**Run 1: pin map**

Pins as bars across the die edge, other pins in gray.
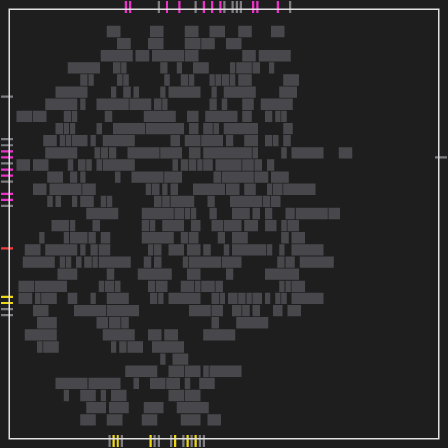
**Run 1: clock network drawn from the DEF**

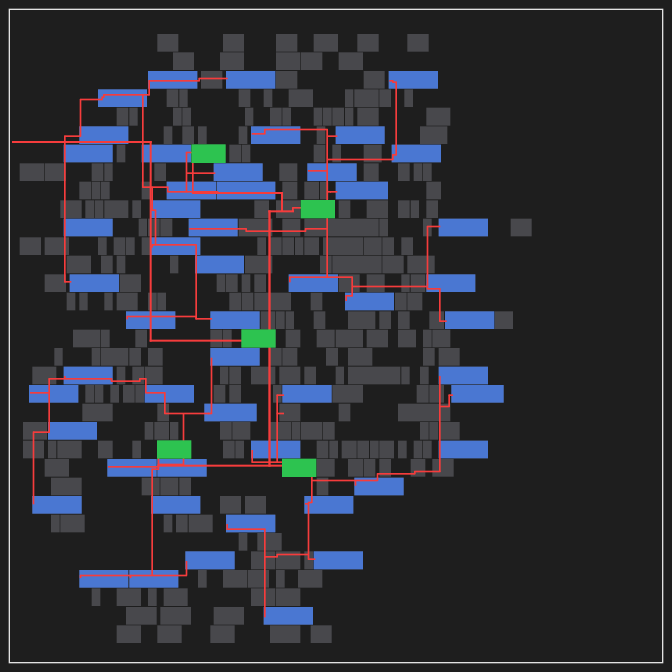
**Run 1: clock routing**

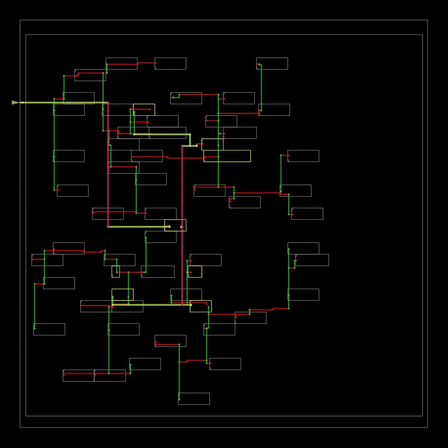
### src/rtl/uart_cmd_resp.sv
// Command/response engine behind a UART byte link: pairs received bytes into
// 16-bit commands and pushes single-byte responses out through the transmitter.
//
// state    | meaning
// IDLE     | waiting for the high command byte
// WAIT_LOW | high byte held, waiting (with timeout) for the low byte
// HOLD     | command presented on cmd/cmd_rdy, receiver back-pressured
// TX_IDLE  | no response in flight
// TX_START | one-cycle trmt pulse to the transmitter
// TX_WAIT  | waiting for the transmitter to report done
module uart_cmd_resp #(
    parameter int TIMEOUT_CYCLES = 65536
) (
    input  logic        clk,
    input  logic        rst,
    input  logic        rx_rdy,
    input  logic [7:0]  rx_data,
    output logic        clr_rx_rdy,
    output logic [15:0] cmd,
    output logic        cmd_rdy,
    input  logic        clr_cmd_rdy,
    input  logic        send_resp,
    input  logic [7:0]  resp,
    output logic        resp_busy,
    output logic        trmt,
    output logic [7:0]  tx_data,
    input  logic        tx_done
);

    localparam int CW = $clog2(TIMEOUT_CYCLES);
    localparam logic [CW-1:0] TMO_LAST = CW'(TIMEOUT_CYCLES - 1);

    typedef enum logic [1:0] {IDLE, WAIT_LOW, HOLD} rx_state_t;
    typedef enum logic [1:0] {TX_IDLE, TX_START, TX_WAIT} tx_state_t;

    rx_state_t     rx_state;
    tx_state_t     tx_state;
    logic [CW-1:0] tmo_cnt;
    logic          guard;
    logic          low_seen;
    logic [1:0]    wait_cnt;

    // guard masks the cycle after a capture, while rx_rdy is still the old byte
    always_ff @(posedge clk) begin
        if (rst) begin
            rx_state   <= IDLE;
            tmo_cnt    <= '0;
            guard      <= 1'b0;
            clr_rx_rdy <= 1'b0;
            cmd        <= 16'h0000;
            cmd_rdy    <= 1'b0;
        end else begin
            clr_rx_rdy <= 1'b0;
            guard      <= 1'b0;
            case (rx_state)
                IDLE: begin
                    if (rx_rdy && !guard) begin
                        cmd[15:8]  <= rx_data;
                        clr_rx_rdy <= 1'b1;
                        guard      <= 1'b1;
                        tmo_cnt    <= '0;
                        rx_state   <= WAIT_LOW;
                    end
                end
                WAIT_LOW: begin
                    if (rx_rdy && !guard) begin
                        cmd[7:0]   <= rx_data;
                        clr_rx_rdy <= 1'b1;
                        guard      <= 1'b1;
                        cmd_rdy    <= 1'b1;
                        rx_state   <= HOLD;
                    end else if (tmo_cnt == TMO_LAST) begin
                        rx_state <= IDLE;
                    end else begin
                        tmo_cnt <= tmo_cnt + CW'(1);
                    end
                end
                HOLD: begin
                    if (clr_cmd_rdy) begin
                        cmd_rdy  <= 1'b0;
                        rx_state <= IDLE;
                    end
                end
                default: rx_state <= IDLE;
            endcase
        end
    end

    // a done level left high from the previous byte is ignored until the
    // transmitter has shown low, or enough cycles have passed for it to have started
    always_ff @(posedge clk) begin
        if (rst) begin
            tx_state  <= TX_IDLE;
            resp_busy <= 1'b0;
            trmt      <= 1'b0;
            tx_data   <= 8'h00;
            low_seen  <= 1'b0;
            wait_cnt  <= 2'd0;
        end else begin
            case (tx_state)
                TX_IDLE: begin
                    if (send_resp) begin
                        tx_data   <= resp;
                        resp_busy <= 1'b1;
                        trmt      <= 1'b1;
                        tx_state  <= TX_START;
                    end
                end
                TX_START: begin
                    trmt     <= 1'b0;
                    low_seen <= 1'b0;
                    wait_cnt <= 2'd0;
                    tx_state <= TX_WAIT;
                end
                TX_WAIT: begin
                    if (tx_done && (low_seen || wait_cnt == 2'd2)) begin
                        resp_busy <= 1'b0;
                        tx_state  <= TX_IDLE;
                    end else begin
                        if (!tx_done) low_seen <= 1'b1;
                        if (wait_cnt != 2'd2) wait_cnt <= wait_cnt + 2'd1;
                    end
                end
                default: tx_state <= TX_IDLE;
            endcase
        end
    end

endmodule

### config.mk
export PLATFORM = sky130hd
export DESIGN_NAME = uart_cmd_resp
export DESIGN_NICKNAME = d
export VERILOG_FILES = /design/src/rtl/uart_cmd_resp.sv
export SDC_FILE = /design/constraint.sdc
export NUM_CORES = 1
export LEC_CHECK = 0
export CORE_UTILIZATION = 25
export DETAILED_ROUTE_END_ITERATION = 10
export GPL_ROUTABILITY_DRIVEN = 1
export GPL_TIMING_DRIVEN = 0
export SLEW_MARGIN = 15
export SYNTH_ARGS = -nofsm -noshare
export SYNTH_HDL_FRONTEND = slang
export SYNTH_SLANG_ARGS = --single-unit
### constraint.sdc
create_clock -name clk -period 1.95 [get_ports clk]
set_clock_uncertainty 0.1 [all_clocks]
set_input_delay 0.39 -clock clk [delete_from_list [all_inputs] [get_ports clk]]
set_output_delay 0.39 -clock clk [all_outputs]
set_load 0.05 [all_outputs]
==> reports/results.ini, run 1 <==
[clocking]
htree_levels = 2
cts_tree = built
cts_buffer_depth = 2
ctsHoldBuffers = 0
clk_pin_slew_worst_paths_ns = 0.10
cts_root_buf = clkbuf_8

[die]
die-area_sq_um = 9200
fp_util_pct = 26.3
num_io_pins = 50
rows = 33
core-area_sq_um = 8380
die_h_um = 95.9

[yosys]
synth.most_common_cell = dfxtp_1
syn_area_sq_um = 2210
synth_nets = 287
largest_area_cell = dfxtp_1
ys_seq_share_pct = 46.3
postSynthAreaPerCell_sq_um = 8.39
synthCells = 263
top_cells_by_count = dfxtp_1, nand2_1, a21oi_1
ys.flop_type = dfxtp_1
ys_cells = 263
async_flop_share_pct = 0
ys_ff = 51
synth_top_area_share_pct = 46.3
synth_chip_area_sq_um = 2210

[final_timing]
tns_ns = 0
relSlewSlack_pct = 58.1
period_minus_slack_ns = 1.90
finalHoldViolCount = 0
rsz0062_at_grt = true
period_used_pct = 97.7
fmax_mhz = 525
whs_ns = 0.291
timing.final.ws_setup_ns = 0.0457
finalSetupViolations = 0
tightestPinTransition_ns = 0.629

[grt]
grt_antenna_before_repair = 0
grt_max_degree = 17
grt.overflow.total = 0
grt_pass1_vias = 2009
grt_use_total_pct = 13.0
grt_pass1_wl_um = 9340

[worst_setup_path]
critPathMaxFanout = 3
start_kind = primary input
slowest_stage = clkdlybuf4s50_1
path_cells = clkdlybuf4s50_1 > and2b_2 > xnor2_2 > a211o_1 > or4_1 > a21oi_1
critPathTopFamily = simple AND/OR/NAND/NOR gates
critPathKind = in2reg
slowest_delay_ns = 0.42
cp_num_buf_inv = 1
cp.required_ns = 2.09
end_kind = flop
worst-endpoint-arrival_ns = 2.05

[placement]
place_congestion = 0.765
placed_cells = 416
post-place-ws_ns = -0.465
port_buffers = 48
placed_cell_area_sq_um = 2820
hpwlAfterDp_um = 3860

[outcome]
status = complete, no violations

[detailed_routing]
antenna_left = 0
routedWlPerCell_um = 12.8
drc = 0
firstDrtPassIters = 4
viasPerCell = 4.86
first_iter_violations = 91
num_vias = 2074
drt_wl_total_um = 5450

[power]
cellLeakagePower_nw = 1.22
ir_drop_mv = 0.401
total_power_mw = 2.38
power_density_nw_per_um2 = 794

[layout]
fin_area_sq_um = 3000
num_antenna_cells = 0
regArea_sq_um = 1030
syn_to_final_growth_pct = 36.0
final_cells = 427
n_fill_cell = 888
utilization_pct = 35.8
logic_area_sq_um = 1150
final_nets = 345
drive_gt1_share_pct = 11.5

[run]
warnings = 27

[hold_path]
hp-class = in2reg

About 'pin map':
- magenta: cmd (pins 16; direction output; edge 10 north, 6 west)
- yellow: resp (pins 8; direction input; edge 6 south, 2 west)
- red: tx_done (pins 1; direction input; edge west)

About 'clock network drawn from the DEF':
- red: clock wires (length 628 um)
- blue: flip-flops (count 51)
- green: cells driving clock nets (count 5)
- routed clock nets: 6
Clk. pwr: 0.741 mW
Clk pwr share: 31.1%
Late-Pin Clk Latency: 0.30 ns

About 'clock routing':
flop count: 51
TritonCTS Sinks: 51
clkbuf count: 5
Num CTS Buffers: 5

run 1: report_power, final:
| group | switching [mW] | internal (mW) |
|---|---|---|
| Combinational | 0.334 | 0.183 |
| Sequential | 0.0306 | 1.09 |
| Clock | 0.359 | 0.382 |
| Total | 0.723 | 1.66 |
run 1: worst paths after layout:
check,to,slack [ns],startpoint,depth (start not counted)
hold / removal,tx_state[0],0.29,rst,2
setup / recovery,tmo_cnt[5],0.05,rx_rdy,6
setup reg to reg,tmo_cnt[5],0.12,tmo_cnt[0],6
hold reg to reg,cmd[7],0.36,cmd[7],2
run 1: state kept, by name, summed over array words and instances (netlist names):
signal,count
tx_data,8
cmd_rdy,1
cmd,16
low_seen,1
rx_state,2
trmt,1
resp_busy,1
guard,1
tmo_cnt,16
tx_state,2
wait_cnt,2
run 1: cells by family after synthesis:
logic type	share of synthesized area, %
buffers and inverters	3.69
XOR/XNOR	0.397
adder cells (fa/ha/maj)	1.13
AND/OR/NAND/NOR	27.1
multiplexers	5.11
AND-OR/OR-AND	16.3
flip-flops	46.3
run 1: routing by layer:
metal  GRT usage [%]  up-vias  part of all wire, %
met4            4.48        0                  1.2
met5               0        -                    0
met2            21.1       40                   49
met1            17.0      994                   46
met3            2.84        5                  4.3
li1                -     1035                    -
run 1: what timing repair did:
item / CTS / global route
gates resized: 26 / 17
pin swaps: 1 / 2
cloned: 0 / 0
setup buffers: 1 / 2
setup endpoints to repair: 38 / 36
run 1: area by class of cell:
class / instances / area share [%]
clock inverters: 3 / 1.46
flip-flops and latches: 51 / 34.3
well taps: 105 / 4.38
multi-input cells: 196 / 38.4
inverters: 2 / 0.250
clock buffers: 5 / 2.29
plain buffers: 14 / 2.67
repair buffers: 51 / 16.2
run 1: cells in the final DEF, fill, tap and decap left out, drive strengths merged, types with 3 or more instances in the layout:
| master | instances |
|---|---|
| dfxtp | 51 |
| nand2 | 50 |
| a21oi | 35 |
| nor2 | 27 |
| dlygate4sd2 | 23 |
| clkdlybuf4s50 | 20 |
| clkbuf | 14 |
| nand3 | 10 |
| o21ai | 10 |
| mux2i | 9 |
| buf | 8 |
| a31oi | 7 |
| nor3 | 6 |
| a311oi | 5 |
| dlymetal6s2s | 5 |
| nand2b | 4 |
| nand3b | 4 |
| a211oi | 4 |
| or3 | 3 |
| nand4 | 3 |
| and3 | 3 |
==> run 1 -> run 2 <==
--- a/config.mk
+++ b/config.mk
@@ -9,6 +9,9 @@
 export DETAILED_ROUTE_END_ITERATION = 10
 export GPL_ROUTABILITY_DRIVEN = 1
 export GPL_TIMING_DRIVEN = 0
+export MAX_ROUTING_LAYER = met4
+export PLACE_DENSITY = 0.59
+export SETUP_SLACK_MARGIN = 0.1
 export SLEW_MARGIN = 15
 export SYNTH_ARGS = -nofsm -noshare
 export SYNTH_HDL_FRONTEND = slang
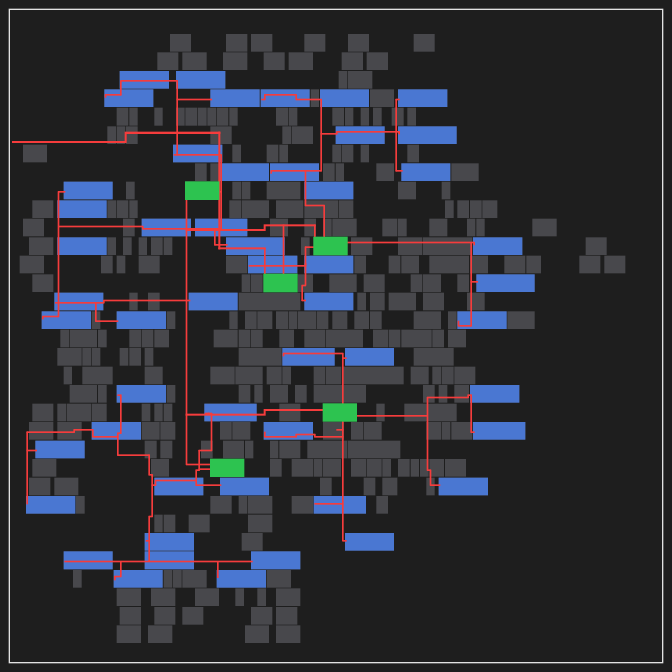
**Above:** run 2 (clock network drawn from the DEF).
Clk pwr share: 27.5%
Clk. pwr: 0.644 mW

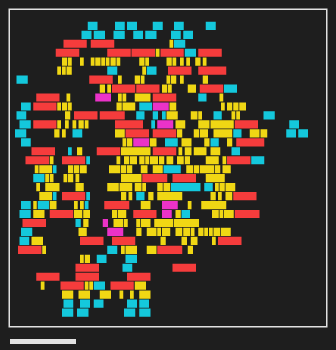
**Above:** run 2 (cells colored by class).
The bar under the picture is 20 um long.
- yellow: all other logic (cells 198; share of their area 41%)
- magenta: clock drivers and dummy loads (cells 8; share of their area 3.2%)
- red: flip-flops (cells 51; share of their area 34%)
- cyan: other buffers and delay cells (cells 73; share of their area 21%)
post-route cell area: 3160 sq um
Core ar.: 8380 sq um
Site Rows: 33

==> run 2 against run 1 <==
  * Synthesized cell count unchanged
  * Utilization is 1.9 points higher
  * Critical path depth unchanged
  * Final area rose by 5.3%
  * Clock-buffer cell count up 1
  * Total power down 1.5%
  * Register-to-register slack about the same
  * Final cell count grew 1.9%
  * Critical endpoint unchanged
  * Largest cell class unchanged
  * Via count increased by 1.7%
  * Area after synthesis stayed put
==> reports/results.ini, run 2 <==
[power]
ir_drop_mv = 0.289
power_density_nw_per_um2 = 742
cellLeakagePower_nw = 1.26
total_power_mw = 2.34

[yosys]
ys_ff = 51
top_cells_by_count = dfxtp_1, nand2_1, a21oi_1
netlist_top_cells_area = dfxtp_1, nand2_1, a21oi_1
synth.most_common_cell = dfxtp_1
syn_area_sq_um = 2210
synth_chip_area_sq_um = 2210
largest_area_cell = dfxtp_1
synth_top_area_share_pct = 46.3
synthCells = 263
ys_types = 41
synth_nets = 287
ys_seq_share_pct = 46.3
postSynthAreaPerCell_sq_um = 8.39
ys.flop_type = dfxtp_1
async_flop_share_pct = 0
yosysWarningCount = 0
synth-edff-count = 0
ys_cells = 263

[run]
maxCapViolations = 0
warnings = 28

[layout]
drive_gt1_share_pct = 18.8
layout_top_cell = nand2_1
final_nets = 353
logic_area_sq_um = 1250
n_fill_cell = 851
num_antenna_cells = 0
utilization_pct = 37.7
top_regs = cmd (16), tmo_cnt (16), tx_data (8)
final_cells = 435
regArea_sq_um = 1040
syn_to_final_growth_pct = 43.1
layout_top_cells = nand2_1, dfxtp_1, a21oi_1

[worst_setup_path]
cp_num_buf_inv = 0
critPathTopFamily = simple AND/OR/NAND/NOR gates
critPathKind = reg2reg
slowest_delay_ns = 0.47
path_cells = ha_4 > nand3_4 > nor4_4 > a211o_1 > or4_1 > a21oi_1
cp.required_ns = 2.09
worst-endpoint-arrival_ns = 1.97
critPathMaxFanout = 4
slowest_stage = or4_1
end_kind = flop
start_kind = flop

[detailed_routing]
drt_wl_total_um = 5640
routedWlPerCell_um = 13.0
viasPerCell = 4.85
drc = 0
first_iter_violations = 108
antenna_left = 0
num_vias = 2109
firstDrtPassIters = 4

[final_timing]
rsz0062_at_grt = true
slew_viol_final = 0
period_minus_slack_ns = 1.83
fmax_mhz = 546
finalSetupViolations = 0
tightestPinTransition_ns = 0.592
relSlewSlack_pct = 60.5
finalHoldViolCount = 0
tns_ns = 0
period_used_pct = 93.9

[grt]
grt_max_degree = 17
grt.overflow.total = 0
grt_use_total_pct = 13.3
grt_antenna_before_repair = 0
grt_pass1_vias = 2013
grt_pass1_wl_um = 9270

[clocking]
clk_pin_slew_worst_paths_ns = 0.10
cts.sinks = 51
cts_made_buffers = 5
cts_root_buf = clkbuf_8
worstSkewPairLatency_ns = 0.30
cts_buffer_depth = 2
cts_tree = built
htree_levels = 2

[die]
die_w_um = 95.9
fp_util_pct = 26.3
die-area_sq_um = 9200
num_io_pins = 50
die_h_um = 95.9

[outcome]
status = complete, no violations

[placement]
placed_cells = 416
place_congestion = 0.781
hpwlAfterDp_um = 3890
port_buffers = 48

[hold_path]
hp-class = in2reg

[run 2: cell counts after synthesis]
Identical to the previous run, type by type.
[run 2: final cells by class]
cell class,instances,area share (%)
inverter,2,0.238
clock inverter,2,0.436
buffer,14,2.81
multi-input combinational,196,39.5
clock buffer,6,2.62
timing repair buffer,59,17.4
tap,105,4.16
sequential,51,32.9
[run 2: kinds of logic (layout without fill, tap and decap cells)]
family          count (synthesis)  count (layout)  share of synthesized area, %
buf+inv                        16              83                          3.69
mux                            11              11                          5.11
xor+xnor                        1               1                         0.397
compound gates                 63              63                          16.3
simple gates                  119             119                          27.1
fa+ha+maj                       2               2                          1.13
flops                          51              51                          46.3
[run 2: layer usage]
metal	global-route usage, %	vias up	part of all wire (%)
met1	16.3	1017	46
met4	2.99	0	0.30
li1	-	1054	-
met2	22.2	36	50
met5	-	-	0
met3	2.92	2	4.0
[run 2: power by group]
group,internal (mW),total [mW],switching [mW]
clock,0.291,0.644,0.353
combinational,0.220,0.581,0.360
sequential,1.09,1.12,0.0290
total,1.60,2.34,0.743
[run 2: final timing paths]
kind,start,to,slack (ns),depth (start not counted)
min reg2reg,cmd[12],cmd[12],0.36,2
min,rst,tx_state[0],0.27,2
max,tmo_cnt[0],tmo_cnt[5],0.12,6
max reg2reg,tmo_cnt[0],tmo_cnt[5],0.12,6
[run 2: per-stage QoR]
stage,setup slack [ns],hold WS (ns),instance area [sq um]
after floorplan,0.101,0.349,2210
after global placement,-0.472,0.344,2820
after detailed placement,-0.473,0.350,2820
after CTS,0.0926,0.272,2980
after global routing,0.0239,0.337,3160
final,0.120,0.275,3160
[run 2: repair_timing]
item | CTS | global route
pin swaps | 4 | 18
endpoints found under the setup margin | 53 | 35
gates cloned | 0 | 1
gates resized | 44 | 30
buffers inserted | 6 | 4
hold buffers | 0 | 0
==> run 2 -> run 3 <==
--- a/config.mk
+++ b/config.mk
@@ -5,12 +5,12 @@
 export SDC_FILE = /design/constraint.sdc
 export NUM_CORES = 1
 export LEC_CHECK = 0
-export CORE_UTILIZATION = 25
+export CORE_UTILIZATION = 45
 export DETAILED_ROUTE_END_ITERATION = 10
 export GPL_ROUTABILITY_DRIVEN = 1
 export GPL_TIMING_DRIVEN = 0
 export MAX_ROUTING_LAYER = met4
-export PLACE_DENSITY = 0.59
+export PLACE_DENSITY = 0.88
 export SETUP_SLACK_MARGIN = 0.1
 export SLEW_MARGIN = 15
 export SYNTH_ARGS = -nofsm -noshare
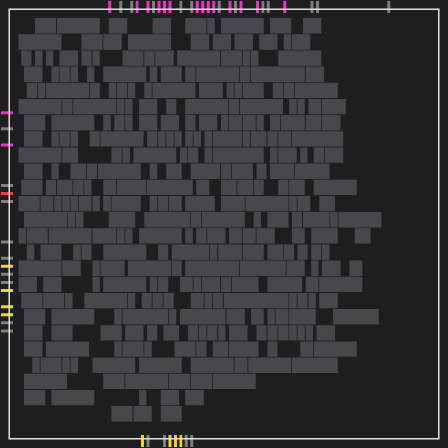
**Above:** run 3 (pin map).
Pins as bars across the die edge, other pins in gray.
Die Wd: 72.0 um
die extent in y: 72.0 um
PortBufs: 48

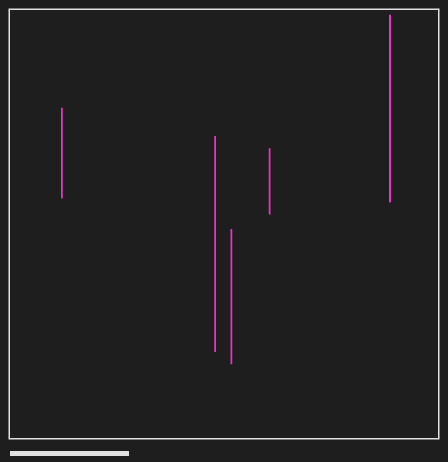
**Above:** run 3 (the metal 4 layer).
The bar under the picture is 20 um long.
- longest straight run: 36.0 um
- main direction: vertical
Vias: 2170
DRT Wirelength: 5700 um

==> run 3 against run 2 <==
  * Critical path depth grew 1
  * Register-to-register slack got worse by 0.05 ns
  * Area after synthesis stayed put
  * Sequential power barely moved
  * Largest power group unchanged
  * Wire length grew 1.1%
  * Critical path type unchanged
==> reports/results.ini, run 3 <==
[worst_setup_path]
critPathTopFamily = AND-OR/OR-AND gates
path_cells = ha_4 > nand3_4 > nor4_4 > buf_4 > a211oi_2 > nand3_1 > a21oi_1
start_kind = flop
cp_num_buf_inv = 1
critPathMaxFanout = 7
slowest_stage = a211oi_2
slowest_delay_ns = 0.51
worst-endpoint-arrival_ns = 2.01
cp.required_ns = 2.08
critPathKind = reg2reg
end_kind = flop

[layout]
drive_gt1_share_pct = 14.8
final_nets = 347
final_cells = 391
layout_top_cell = nand2_1
fin_area_sq_um = 3010
num_antenna_cells = 0
top_regs = cmd (16), tmo_cnt (16), tx_data (8)
layout_top_cells = nand2_1, dfxtp_1, a21oi_1
syn_to_final_growth_pct = 36.6
utilization_pct = 63.8

[yosys]
ys_cells = 263
yosysWarningCount = 0
async_flop_share_pct = 0
postSynthAreaPerCell_sq_um = 8.39
ys.flop_type = dfxtp_1
netlist_top_cells_area = dfxtp_1, nand2_1, a21oi_1
synth_chip_area_sq_um = 2210
ys_types = 41
synth_top_area_share_pct = 46.3
syn_area_sq_um = 2210
ys_ff = 51
synth-edff-count = 0
synth.most_common_cell = dfxtp_1
largest_area_cell = dfxtp_1
synthCells = 263
ys_seq_share_pct = 46.3
top_cells_by_count = dfxtp_1, nand2_1, a21oi_1
synth_nets = 287

[placement]
post-place-ws_ns = -0.466
hpwlAfterDp_um = 3710
place_congestion = 0.852
placed_cells = 378
placed_cell_area_sq_um = 2770

[detailed_routing]
firstDrtPassIters = 4
drc = 0
routedWlPerCell_um = 14.6
first_iter_violations = 155
viasPerCell = 5.55
antenna_left = 0

[final_timing]
relSlewSlack_pct = 58.9
period_minus_slack_ns = 1.88
timing.final.ws_setup_ns = 0.0679
period_used_pct = 96.5
rsz0062_at_grt = true
tns_ns = 0
finalSetupViolations = 0
whs_ns = 0.270
tightestPinTransition_ns = 0.617
fmax_mhz = 531
slew_viol_final = 0
finalHoldViolCount = 0

[power]
netSwitchingFraction_pct = 29.4
seqPwrFrac_pct = 45.5
p_comb_share_pct = 21.6
total_power_mw = 2.47
switchingPower_mw = 0.725
ir_drop_mv = 0.664
cellLeakagePower_nw = 1.18
power_density_nw_per_um2 = 819
internal-power_mw = 1.74
power_frac_clock_pct = 32.8

[grt]
grt_use_total_pct = 22.3
grt_max_degree = 16
grt_antenna_before_repair = 0
grt.overflow.total = 0
grt_pass1_wl_um = 8840
grt_pass1_vias = 2086

[run]
warnings = 28
maxCapViolations = 0

[clocking]
clk_pin_slew_worst_paths_ns = 0.09
cts_tree = built
cts_made_buffers = 5
ctsHoldBuffers = 0
cts.sinks = 51
cts_buffer_depth = 2
htree_levels = 2
cts_root_buf = clkbuf_8
worstSkewPairLatency_ns = 0.30

[die]
num_io_pins = 50
rows = 25
core-area_sq_um = 4720
fp_util_pct = 46.7
die-area_sq_um = 5190

[hold_path]
hp-class = in2reg

[outcome]
status = complete, no violations

run 3: final cells by class:
cell class,instances,area (sq um)
Clock buffer,7,97.6
Fill cell,363,1710
Timing Repair Buffer,53,482
Sequential cell,51,1030
Clock inverter,1,30.0
Inverter,2,7.51
Multi-Input combinational cell,196,1190
Tap cell,67,83.8
Buffer,14,83.8
run 3: repair_timing:
item / CTS / global route
setup endpoints to repair: 53 / 30
cloned: 0 / 0
gates resized: 37 / 24
pin swaps: 3 / 5
buffers inserted: 3 / 2
run 3: worst register-to-register path: stages, from the launching register on:
cell and delay (ns):
dfxtp_4 0.38, ha_4 0.18, nand3_4 0.11, nor4_4 0.05, buf_4 0.16, a211oi_2 0.51, nand3_1 0.15, a21oi_1 0.15
run 3: kinds of logic after synthesis:
family                   share of synthesized area, %
buffers and inverters                            3.69
XOR/XNOR                                        0.397
flip-flops                                       46.3
multiplexers                                     5.11
AND/OR/NAND/NOR                                  27.1
adder cells (fa/ha/maj)                          1.13
AND-OR/OR-AND                                    16.3
run 3: final timing paths:
kind	endpoint	slack (ns)	depth (start not counted)	start
setup / recovery	tmo_cnt[1]	0.07	7	tmo_cnt[0]
hold / removal	tx_state[0]	0.27	2	rst
setup reg to reg	tmo_cnt[1]	0.07	7	tmo_cnt[0]
hold reg to reg	cmd[4]	0.36	2	cmd[4]
run 3: routing by layer:
metal  global-route usage [%]  wire length (um)  vias to the layer above  share of wire (%)
met5                        -                 0                        -                  0
met4                     9.15               115                        0                2.0
met1                     24.9              2350                     1039                 41
li1                         -                 -                     1046                  -
met2                     39.3              2960                       72                 52
met3                     3.75               277                       13                4.9
run 3: power by group through the flow:
stage	Clock [mW]	Sequential [mW]	Combinational [mW]
2_1_floorplan	0	1.28	0.205
3_3_place_gp	0	1.14	0.508
3_5_place_dp	0	1.15	0.519
4_1_cts	0.817	1.12	0.512
5_1_grt	0.865	1.13	0.564
6_report	0.810	1.12	0.534

## Gallery

Sizing map.
The bar under the picture is 20 um long.
(a)
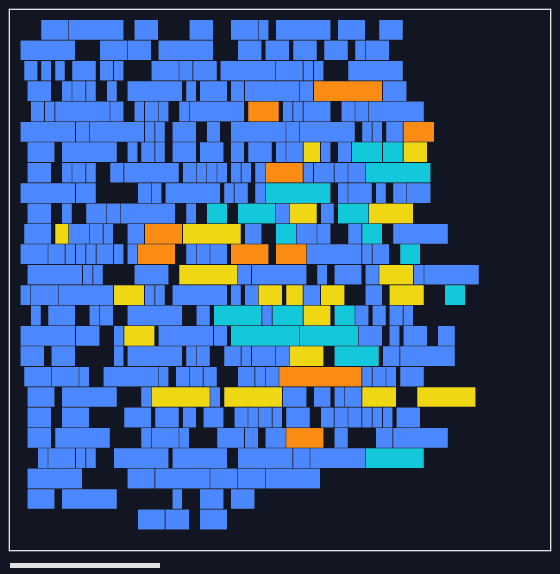
(b)
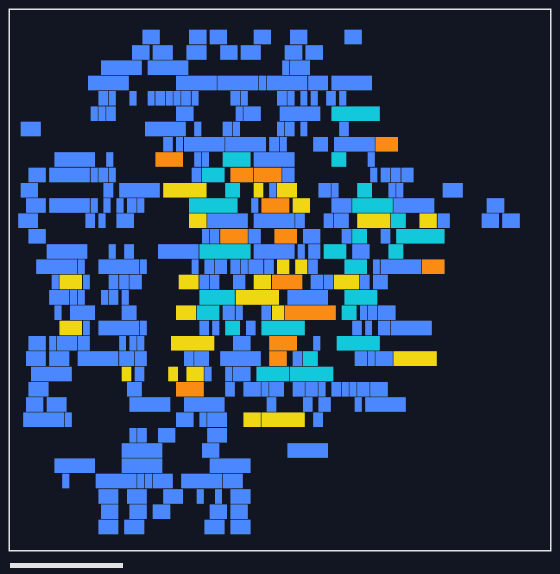
(c)
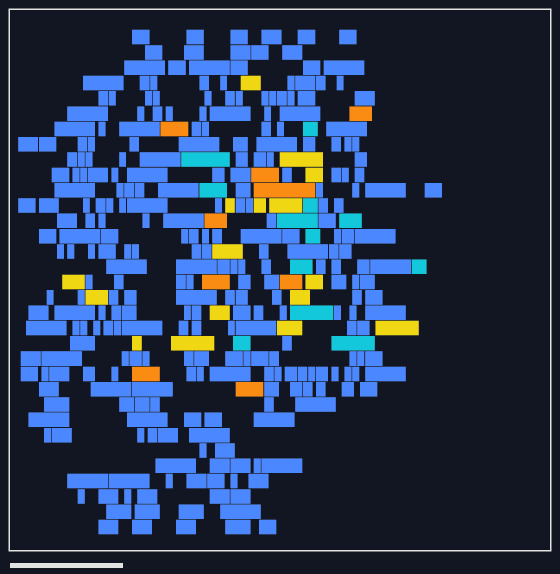
The one with the smallest die is (a).
(a) -> run 3
(c) -> run 1
(b) -> run 2

Key to (c):
- cyan: drive 3 to 4 (cells 12)
- orange: drive 6 and up (cells 9)
- blue: drive 1 or less (cells 285)
- yellow: drive 2 (cells 16)

Power figures rest on the tool's default switching activity, not on a simulated workload.
